**config.mk**
```make
export PLATFORM = sky130hd
export DESIGN_NAME = life_gen_sched
export DESIGN_NICKNAME = d
export VERILOG_FILES = /design/src/rtl/life_gen_sched.sv
export SDC_FILE = /design/constraint.sdc
export NUM_CORES = 1
export LEC_CHECK = 0
export ABC_AREA = 1
export CORE_AREA = 2 2 60 62
export DETAILED_ROUTE_END_ITERATION = 8
export DIE_AREA = 0 0 62 64
export PLACE_DENSITY = 0.81
export SYNTH_ARGS = -nofsm -noshare
export SYNTH_HDL_FRONTEND = slang
export SYNTH_SLANG_ARGS = --single-unit
export TNS_END_PERCENT = 5
```
**constraint.sdc**
```tcl
create_clock -name clk -period 3.8 [get_ports clk]
set_input_delay 0.95 -clock clk [delete_from_list [all_inputs] [get_ports clk]]
set_output_delay 0.95 -clock clk [all_outputs]
set_load 0.05 [all_outputs]
```
**src/rtl/life_gen_sched.sv**
```systemverilog
// life_gen_sched - schedules Life PE array generation updates against the video scan.
//
// Watches the scan position and, at the first cycle of vertical blanking, issues a
// one-cycle pe_step to the PE array when a generation is due (single-step request
// pending, or free-running and enough frames have elapsed). While the array is
// updating, display reads are gated off. Completed generations are counted, and an
// update that is still running when active video restarts raises a sticky overrun.
//
// Ports:
//   clk, rst        clock and synchronous active-high reset
//   x, y            current scan position (11 bits each)
//   run             level: free-running generations
//   step_req        pulse: request one generation
//   speed           frames per generation minus 1 while running
//   pe_done         pulse from PE array: update finished
//   clr_overrun     pulse: clear the overrun flag (and counter when present)
//   pe_step         pulse to PE array: compute next generation
//   disp_en         1 = cell state valid for display, 0 = force black
//   updating        1 while an update is in progress
//   gen_count       completed generations (wraps)
//   overrun         sticky: update ran into active video
//   overrun_cnt     (only with LIFE_OVERRUN_CNT_EN) frames with an overrun, saturating
//
// Optional feature macro: LIFE_OVERRUN_CNT_EN
module life_gen_sched #(
  parameter int H_ACTIVE = 1024,
  parameter int V_ACTIVE = 768,
  parameter int GEN_BITS = 16
) (
  input  logic                clk,
  input  logic                rst,
  input  logic [10:0]         x,
  input  logic [10:0]         y,
  input  logic                run,
  input  logic                step_req,
  input  logic [3:0]          speed,
  input  logic                pe_done,
  input  logic                clr_overrun,
  output logic                pe_step,
  output logic                disp_en,
  output logic                updating,
  output logic [GEN_BITS-1:0] gen_count,
`ifdef LIFE_OVERRUN_CNT_EN
  output logic [7:0]          overrun_cnt,
`endif
  output logic                overrun
);

  typedef enum logic [0:0] {DISPLAY = 1'b0, UPDATE = 1'b1} state_t;

  state_t              state_q, state_d;
  logic                pe_step_q, pe_step_d;
  logic                disp_en_q, disp_en_d;
  logic                updating_q, updating_d;
  logic [GEN_BITS-1:0] gen_count_q, gen_count_d;
  logic                overrun_q, overrun_d;
  logic [3:0]          frame_cnt_q, frame_cnt_d;
  logic                step_pending_q, step_pending_d;
  logic                line_start_s;
  logic                blank_start_s;
  logic                active_start_s;
  logic                go_s;
  logic                ovr_set_s;
`ifdef LIFE_OVERRUN_CNT_EN
  logic [7:0]          overrun_cnt_q, overrun_cnt_d;
`endif

  // Pixel 0 is the first visible pixel of a line; a zero-width raster has none.
  assign line_start_s   = (x == 11'd0) && (H_ACTIVE > 0);
  assign blank_start_s  = line_start_s && (y == 11'(V_ACTIVE));
  assign active_start_s = line_start_s && (y == 11'd0);
  // ">=" so that lowering speed mid-count steps at the very next blank.
  assign go_s = step_pending_q || (run && (frame_cnt_q >= speed));

  // Next-state and next-output computation for the scheduler.
  always_comb begin
    state_d        = state_q;
    pe_step_d      = 1'b0;
    disp_en_d      = disp_en_q;
    updating_d     = updating_q;
    gen_count_d    = gen_count_q;
    frame_cnt_d    = frame_cnt_q;
    step_pending_d = step_pending_q | step_req;
    ovr_set_s      = 1'b0;
    case (state_q)
      DISPLAY: begin
        disp_en_d  = 1'b1;
        updating_d = 1'b0;
        if (blank_start_s) begin
          if (go_s) begin
            pe_step_d      = 1'b1;
            frame_cnt_d    = 4'd0;
            step_pending_d = 1'b0;  // a step_req in this same cycle is dropped
            state_d        = UPDATE;
            disp_en_d      = 1'b0;
            updating_d     = 1'b1;
          end else if (run && (frame_cnt_q != 4'd15)) begin
            frame_cnt_d = frame_cnt_q + 4'd1;
          end else begin
            frame_cnt_d = frame_cnt_q;
          end
        end else begin
          frame_cnt_d = frame_cnt_q;
        end
      end
      UPDATE: begin
        disp_en_d  = 1'b0;
        updating_d = 1'b1;
        // Completion takes priority over an overrun on the same cycle.
        if (pe_done) begin
          gen_count_d = gen_count_q + GEN_BITS'(1);
          state_d     = DISPLAY;
          disp_en_d   = 1'b1;
          updating_d  = 1'b0;
        end else if (active_start_s) begin
          ovr_set_s = 1'b1;
        end else begin
          state_d = UPDATE;
        end
      end
      default: begin
        state_d    = DISPLAY;
        disp_en_d  = 1'b1;
        updating_d = 1'b0;
      end
    endcase

    // Set wins over clear.
    if (ovr_set_s) begin
      overrun_d = 1'b1;
    end else if (clr_overrun) begin
      overrun_d = 1'b0;
    end else begin
      overrun_d = overrun_q;
    end

`ifdef LIFE_OVERRUN_CNT_EN
    // A clear coinciding with a new overrun leaves exactly that one counted.
    if (ovr_set_s && clr_overrun) begin
      overrun_cnt_d = 8'd1;
    end else if (clr_overrun) begin
      overrun_cnt_d = 8'd0;
    end else if (ovr_set_s && (overrun_cnt_q != 8'd255)) begin
      overrun_cnt_d = overrun_cnt_q + 8'd1;
    end else begin
      overrun_cnt_d = overrun_cnt_q;
    end
`endif
  end

  // State and registered outputs with synchronous reset.
  always_ff @(posedge clk) begin
    if (rst) begin
      state_q        <= DISPLAY;
      pe_step_q      <= 1'b0;
      disp_en_q      <= 1'b1;
      updating_q     <= 1'b0;
      gen_count_q    <= '0;
      overrun_q      <= 1'b0;
      frame_cnt_q    <= 4'd0;
      step_pending_q <= 1'b0;
`ifdef LIFE_OVERRUN_CNT_EN
      overrun_cnt_q  <= 8'd0;
`endif
    end else begin
      state_q        <= state_d;
      pe_step_q      <= pe_step_d;
      disp_en_q      <= disp_en_d;
      updating_q     <= updating_d;
      gen_count_q    <= gen_count_d;
      overrun_q      <= overrun_d;
      frame_cnt_q    <= frame_cnt_d;
      step_pending_q <= step_pending_d;
`ifdef LIFE_OVERRUN_CNT_EN
      overrun_cnt_q  <= overrun_cnt_d;
`endif
    end
  end

  assign pe_step   = pe_step_q;
  assign disp_en   = disp_en_q;
  assign updating  = updating_q;
  assign gen_count = gen_count_q;
  assign overrun   = overrun_q;
`ifdef LIFE_OVERRUN_CNT_EN
  assign overrun_cnt = overrun_cnt_q;
`endif

endmodule

```
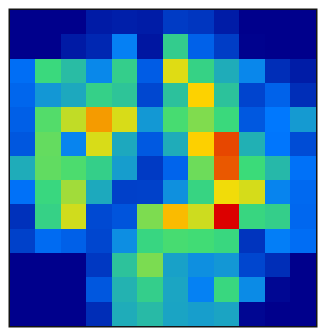
Figure 1: wire density map.
The die is cut into 12 by 13 equal tiles; dark blue is low, red is high, scaled to the fullest tile. Values are wire area over tile area, all layers added.
emptiest ninth of the die	lower left
mean over tiles	0.13
fullest tile	0.43
tiles over half the peak	17%
nearly empty tiles	17%

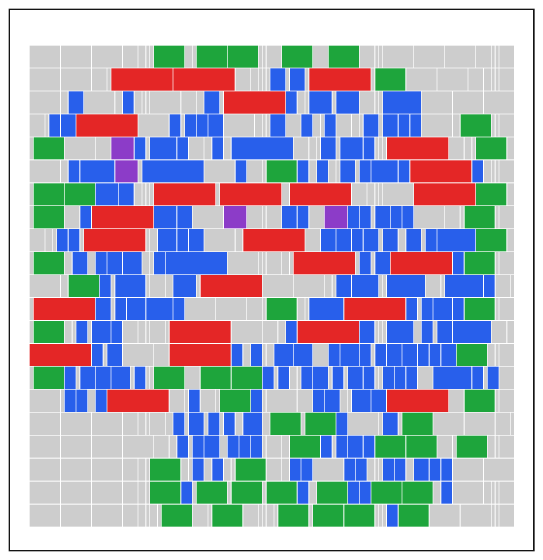
Figure 2: placement by cell class.
Fill, decap, tap and diode cells in gray.
color	class	cells
red	registers	25
blue	remaining logic cells	178
green	remaining buffers and delay cells	51
purple	clock drivers and dummy loads	4
row cnt: 21
final core occ: 0.614

==> flow_metrics.env <==
# source this file to load flow results
export IMPL_grt_max_degree=17
export IMPL_p_seq_w=0.000264
export IMPL_synth_cell_types=27
export IMPL_io_pins=52
export IMPL_logic_area_sq_um=769
export IMPL_powerDensity_nw_per_um2=222
export IMPL_wl_met1_mm=1.39
export IMPL_placed_area_sq_um=1990
export IMPL_compound_area_frac=0.113
export IMPL_numClockSinks=25
export IMPL_grt_busiest_layer="met2"
export IMPL_power_frac_seq=0.588
export IMPL_grtUsageMet3=0.0445
export IMPL_worst_r2r_endpoint="frame_cnt_q[3]$_SDFFE_PP0P_"
export IMPL_viasPerCell=4.68
export IMPL_critPathBufInv=1
export IMPL_r2r_start="frame_cnt_q[2]$_SDFFE_PP0P_"
export IMPL_floorplan_core_util=0.435
export IMPL_ys_chip_area_sq_um=1430
export IMPL_slew_viol_final=0
export IMPL_yosysCellCount=205
export IMPL_end_kind="output pin"
export IMPL_synth_main_ff_cell="dfxtp_1"
export IMPL_largest_class="multi-input combinational cells"
export IMPL_drt_first_iter_violations=38
export IMPL_use_met1=0.210
export IMPL_area_growth_pct=41.4
export IMPL_critPathLaunchType="flip-flop"
export IMPL_nNonClkBuffers=51
export IMPL_detail_route_antenna_nets=0
export IMPL_sh_seq_area=0.248
export IMPL_final_hold_viol_count=0
export IMPL_rsz0062_at_grt="false"
export IMPL_synth_cells=205
export IMPL_worstMarginPinSlew_ns=0.602
export IMPL_cts_setup_buffers=0
export IMPL_route_detailed_drc=0
export IMPL_p_int_w=0.000339
export IMPL_fin_crit_sh=0.686
export IMPL_cts_hold_buf=0
export IMPL_crit_cells=1
export IMPL_edf_count=0
export IMPL_detail_route_wirelength_mm=3.18
export IMPL_status="finished clean"
export IMPL_top_layer="met4"
export IMPL_taps=46
export IMPL_overflow=0
export IMPL_cp_startpoint="updating$_SDFF_PP0_"
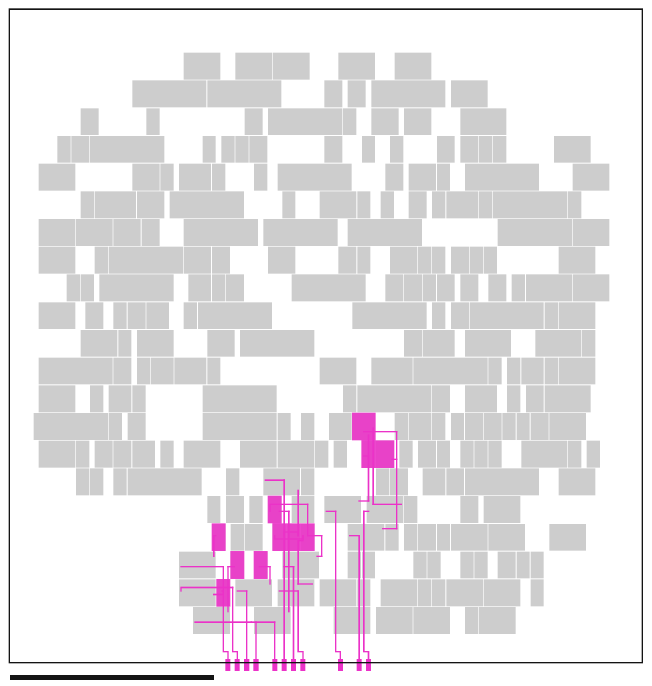
Figure 3: port wiring.
Bar = 20 um.
color	port	direction	end cells	buffers	wire
magenta	y	input	11	11	214 um

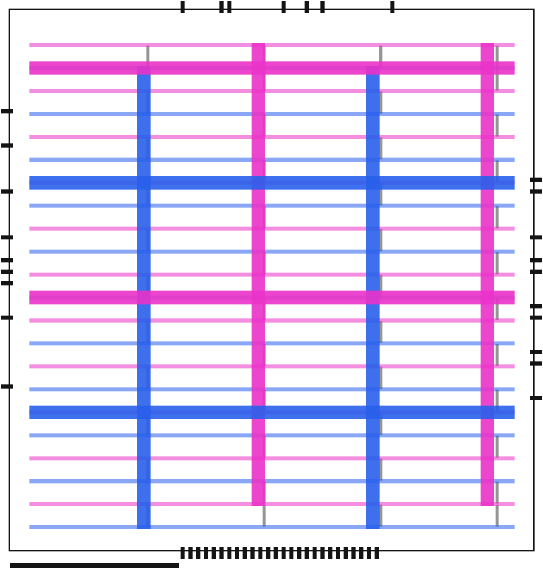
Figure 4: power grid.
Bar = 20 um. Pins as bars on the die edge. Tap cells in gray.
color	net
magenta	VDD
blue	VSS
tap cells	46
met5 straps	4
Die Span X: 62 um
Die H: 64 um
Core Region: 3280 sq um
peak supply drop: 0.000214 V

